### I/O pins on the die edge, run 1

(6 px per um) Pins as bars across the die edge, other pins in grey.
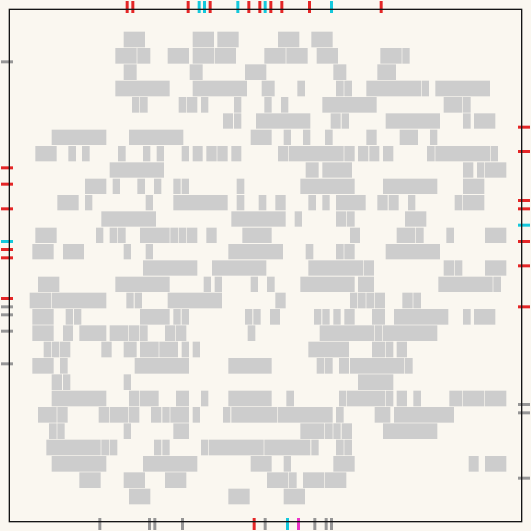
### Drive-strength map, run 1

(6 px per um)
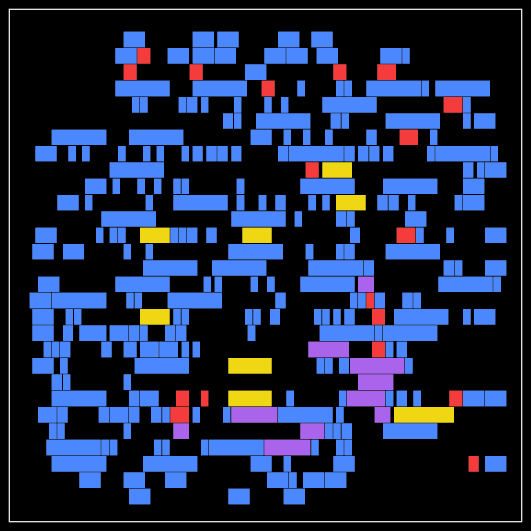
### Gate families picked out, run 1

(6 px per um)
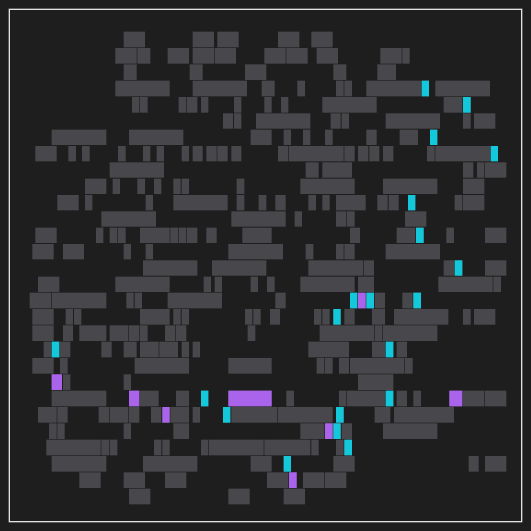
[src/rtl/lane_unpack.sv]
// Lane unpacker: accepts a packed word of LANES lanes and emits its first
// in_cnt lanes one per cycle, lane 0 first. Words with an illegal count are dropped and counted.
module lane_unpack #(
    parameter int LANES = 3,
    parameter int W     = 8
) (
    input  logic                      clk,
    input  logic                      rst_n,
    input  logic                      in_valid,
    output logic                      in_ready,
    input  logic [0:LANES-1][W-1:0]   in_data,
    input  logic [1:0]                in_cnt,
    output logic                      out_valid,
    input  logic                      out_ready,
    output logic [W-1:0]              out_data,
    output logic                      out_last,
    output logic [7:0]                err_cnt
);

    localparam int IW = (LANES > 1) ? $clog2(LANES) : 1;

    typedef enum logic {IDLE, SEND} state_t;

    state_t                    state, state_d;
    logic [0:LANES-1][W-1:0]   hold;
    logic [1:0]                cnt_q;
    logic [IW-1:0]             idx, idx_d;
    logic                      init_q;
    logic                      legal, in_fire, out_fire, load, err_inc;

    // in_ready stays low through reset and until the first edge after release.
    assign in_ready  = init_q && ((state == IDLE) || (out_ready && out_last));
    assign out_valid = (state == SEND);
    assign out_last  = (state == SEND) && (32'(idx) + 32'd1 == 32'(cnt_q));
    assign out_data  = (state == SEND) ? hold[idx] : '0;

    assign legal    = (in_cnt != 2'd0) && (32'(in_cnt) <= LANES);
    assign in_fire  = in_valid && in_ready;
    assign out_fire = out_valid && out_ready;

    always_comb begin
        // NOTE: every output of this block gets a default first so no path leaves it unassigned (no latch).
        state_d = state;
        idx_d   = idx;
        load    = 1'b0;
        err_inc = 1'b0;
        case (state)
            IDLE: begin
                if (in_fire) begin
                    if (legal) begin
                        load    = 1'b1;
                        idx_d   = '0;
                        state_d = SEND;
                    end else begin
                        err_inc = 1'b1;
                    end
                end
            end
            SEND: begin
                if (out_fire) begin
                    if (!out_last) begin
                        idx_d = idx + 1'b1;
                    end else if (in_fire && legal) begin
                        load  = 1'b1;
                        idx_d = '0;
                    end else begin
                        state_d = IDLE;
                        err_inc = in_fire;
                    end
                end
            end
            default: state_d = IDLE;
        endcase
    end

    // NOTE: sequential state uses non-blocking assignments so all flops update together on the edge.
    always_ff @(posedge clk or negedge rst_n) begin
        if (!rst_n) begin
            state   <= IDLE;
            idx     <= '0;
            cnt_q   <= '0;
            // NOTE: the hold register is reset so out_data is defined at zero straight out of reset.
            hold    <= '0;
            err_cnt <= '0;
            init_q  <= 1'b0;
        end else begin
            init_q <= 1'b1;
            state  <= state_d;
            idx    <= idx_d;
            if (load) begin
                hold  <= in_data;
                cnt_q <= in_cnt;
            end
            if (err_inc && (err_cnt != 8'hFF)) begin
                err_cnt <= err_cnt + 8'd1;
            end
        end
    end

endmodule

[config.mk]
export PLATFORM = sky130hd
export DESIGN_NAME = lane_unpack
export DESIGN_NICKNAME = d
export VERILOG_FILES = /design/src/rtl/lane_unpack.sv
export SDC_FILE = /design/constraint.sdc
export NUM_CORES = 1
export LEC_CHECK = 0
export ABC_AREA = 1
export CAP_MARGIN = 40
export CORE_MARGIN = 2
export CORE_UTILIZATION = 30
export CTS_CLUSTER_SIZE = 25
export DETAILED_ROUTE_END_ITERATION = 10
export HOLD_SLACK_MARGIN = 0.03
export PLACE_DENSITY_LB_ADDON = 0.08
export SKIP_LAST_GASP = 1
export SYNTH_ARGS = -nofsm -noshare
export SYNTH_HDL_FRONTEND = slang
export SYNTH_SLANG_ARGS = --single-unit
[constraint.sdc]
create_clock -name clk -period 2.6 [get_ports clk]
set_clock_uncertainty 0.2 [all_clocks]
set_input_delay 0.26 -clock clk [delete_from_list [all_inputs] [get_ports clk]]
set_output_delay 0.26 -clock clk [all_outputs]
set_load 0.005 [all_outputs]
==> flow_metrics.env, run 1 <==
# physical design summary
export IMPL_die_width_um=85.2
export IMPL_timing_critical_path_slowest_stage_cell="clkdlybuf4s50_1"
export IMPL_finish_net_count=321
export IMPL_dp_hpwl_mm=3.32
export IMPL_synth_dominant_cell_count="nand2_1"
export IMPL_peakVddDrop_uv=370
export IMPL_cts_post_setup_buffers_inserted=0
export IMPL_synth_compound_gate_area_share_pct=11.6
export IMPL_maximum_number_of_pins_on_one_net_before_global_route_repair=37
export IMPL_cts_clk_slew_worst_paths_ps=70
export IMPL_fp_utilization_pct=31.1
export IMPL_synthCells=234
export IMPL_async_reset_ff_share_pct=100
export IMPL_met2_track_demand_over_resource_pct=20.5
export IMPL_first_global_vias=1584
export IMPL_met2_length_mm=2.05
export IMPL_clockPowerShare_pct=14.9
export IMPL_final_layout_top_logic_cell="nand2_1"
export IMPL_floorplan_rows=29
export IMPL_first_iteration_detailed_routing_drc_count=53
export IMPL_leakage_power_of_the_design_nw=1.26
export IMPL_warning_count=27
export IMPL_worstPathBufferInverterCount=2
export IMPL_seq_area_share_pct=35.7
export IMPL_max_cap_viol_count=0
export IMPL_yosys_cells=234
export IMPL_p_switching_mw=0.970
export IMPL_area_added_between_synthesis_and_finish_pct=34.7
export IMPL_final_core_utilization_pct=41.9
export IMPL_setup_repair_after_global_routing_missed_its_margin="yes"
export IMPL_met3WireLength_um=199
export IMPL_power_density_mw_per_mm2=964
export IMPL_logic_area_um2=907
export IMPL_powerSeq_mw=0.982
export IMPL_tritoncts="done"
export IMPL_use_met3_pct=2.92
export IMPL_run_status="completed"
export IMPL_critical_path_most_common_cell="nand2_1"
Back to the opening pictures, 'I/O pins on the die edge':
legend:
  cyan:
    port: out_data
    pins: 8
    direction: output
    edge: 5 top, 1 right, 1 bottom, 1 left
  magenta:
    port: in_ready
    pins: 1
    direction: output
    edge: bottom
  red:
    port: in_data
    pins: 24
    direction: input
    edge: 10 top, 7 right, 6 left, 1 bottom
all pins by edge: 15 top, 12 left, 11 bottom, 11 right

Back to the opening pictures, 'Drive-strength map':
legend:
  red:
    size: _2 cells
    cells: 18
    share: 6.2%
  yellow:
    size: _6 and larger
    cells: 8
    share: 2.8%
  blue:
    size: _0 and _1 cells
    cells: 253
    share: 88%
  purple:
    size: _3 and _4 cells
    cells: 10
    share: 3.5%

Back to the opening pictures, 'Gate families picked out':
legend:
  cyan:
    family: inverters
    cells: 20
  purple:
    family: NOR gates
    cells: 8

-- run 1: worst max path at each step --
stage                  startpoint             endpoint  depth (start not counted)
6_report       idx[0]$_DFFE_PN0P_             in_ready                          8
4_1_cts        idx[0]$_DFFE_PN0P_             in_ready                          7
3_5_place_dp   idx[0]$_DFFE_PN0P_             in_ready                          7
3_3_place_gp   idx[0]$_DFFE_PN0P_             in_ready                          7
5_1_grt        idx[0]$_DFFE_PN0P_             in_ready                          8
2_1_floorplan  idx[0]$_DFFE_PN0P_  hold[7]$_DFFE_PN0P_                          8
-- run 1: per-stage QoR --
step | TNS [ps] | std cells
2_1_floorplan | 0 | 234
3_3_place_gp | 0 | 357
3_5_place_dp | 0 | 358
4_1_cts | 0 | 366
5_1_grt | -14.7 | 366
6_report | 0 | 366
### Placement view, run 1

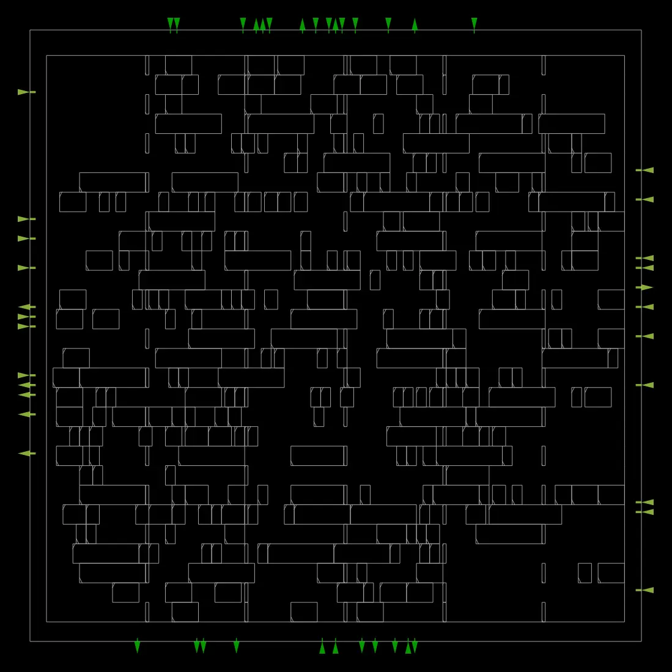

==> run 1 -> run 2 <==
--- a/config.mk
+++ b/config.mk
@@ -6,13 +6,13 @@
 export NUM_CORES = 1
 export LEC_CHECK = 0
 export ABC_AREA = 1
-export CAP_MARGIN = 40
 export CORE_MARGIN = 2
 export CORE_UTILIZATION = 30
 export CTS_CLUSTER_SIZE = 25
 export DETAILED_ROUTE_END_ITERATION = 10
 export HOLD_SLACK_MARGIN = 0.03
 export PLACE_DENSITY_LB_ADDON = 0.08
+export RECOVER_POWER = 100
 export SKIP_LAST_GASP = 1
 export SYNTH_ARGS = -nofsm -noshare
 export SYNTH_HDL_FRONTEND = slang
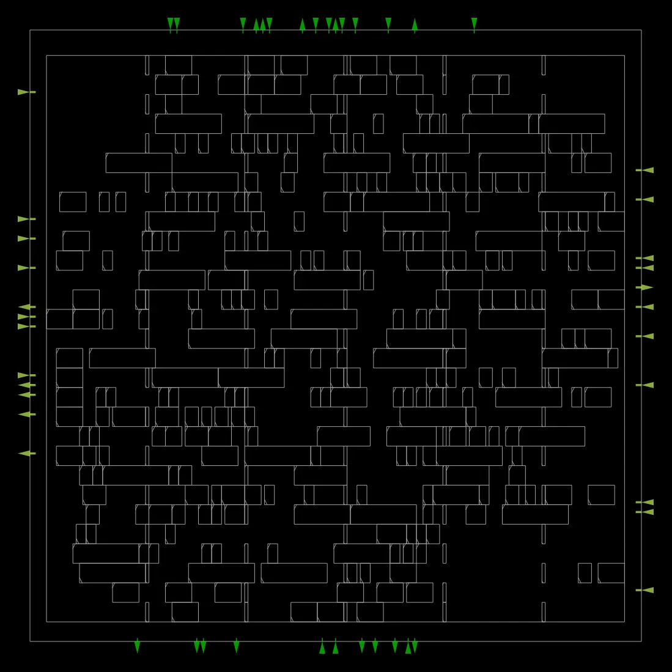
*Placement view, run 2*
non-filler instance count after layout: 365
final core utilization: 41.5%
sequential portion of the cell area: 36.1%
Std-Cell Core Area: 0.00635 mm2
Filler Cell Count: 676

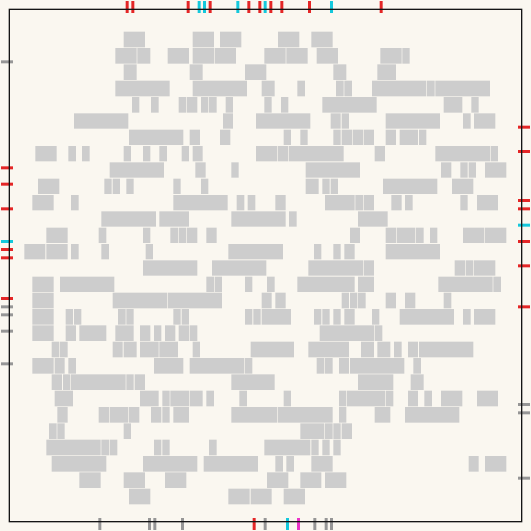
*I/O pins on the die edge, run 2*
(6 px per um) Pins as bars across the die edge, other pins in grey.
legend:
  cyan:
    port: out_data
    pins: 8
    direction: output
    edge: 5 top, 1 right, 1 bottom, 1 left
  red:
    port: in_data
    pins: 24
    direction: input
    edge: 10 top, 7 right, 6 left, 1 bottom
  magenta:
    port: in_ready
    pins: 1
    direction: output
    edge: bottom

==> run 2 against run 1 <==
Compared with the run above: critical path depth stayed put; count of clock-buffer cells in the layout stayed put; final area is 0.99% lower; combinational power hardly changed; critical path type unchanged; critical endpoint unchanged; largest cell class unchanged.
==> flow_metrics.env, run 2 <==
# physical design summary
export IMPL_run_status="completed"
export IMPL_maximum_number_of_pins_on_one_net_before_global_route_repair=39
export IMPL_warning_count=27
export IMPL_use_met3_pct=4.28
export IMPL_timing_critical_path_slowest_stage_cell="clkdlybuf4s50_1"
export IMPL_timing_startpoint_of_the_critical_path="idx[0]$_DFFE_PN0P_"
export IMPL_die_width_um=85.2
export IMPL_leakage_power_of_the_design_nw=1.27
export IMPL_met3WireLength_um=196
export IMPL_worstSetupEndpoint="in_ready"
export IMPL_fp_utilization_pct=31.1
export IMPL_final_layout_top_logic_cell="nand2_1"
export IMPL_fin_tns_setup_ps=0
export IMPL_tritoncts="done"
export IMPL_worstPathBufferInverterCount=2
export IMPL_peakVddDrop_uv=325
export IMPL_first_global_vias=1605
export IMPL_finish_net_count=320
export IMPL_met2_track_demand_over_resource_pct=20.0
export IMPL_met2_length_mm=2.05
export IMPL_max_cap_viol_count=0
export IMPL_setup_repair_after_global_routing_missed_its_margin="yes"
export IMPL_synth_compound_gate_area_share_pct=11.6
export IMPL_dpl_cell_count=357
export IMPL_floorplan_rows=29
export IMPL_dp_hpwl_mm=3.22
## run 2: cell counts after synthesis
Identical to the previous run, type by type.
## run 2: worst min-delay path by stage
stage	depth (start not counted)	slack, ps	endpoint
after detailed placement	1	240	cnt_q[1]$_DFFE_PN0P_
after CTS	2	270	hold[9]$_DFFE_PN0P_
final	2	270	hold[9]$_DFFE_PN0P_
after global placement	1	250	cnt_q[1]$_DFFE_PN0P_
after global routing	2	290	hold[8]$_DFFE_PN0P_
after floorplan	0	-240	cnt_q[0]$_DFFE_PN0P_
## run 2: power breakdown
group	switching, mW	internal, mW
registers	0.151	0.831
clock network	0.201	0.185
logic	0.621	0.568
total	0.973	1.58
Power figures rest on the tool's default switching activity, not on a simulated workload.
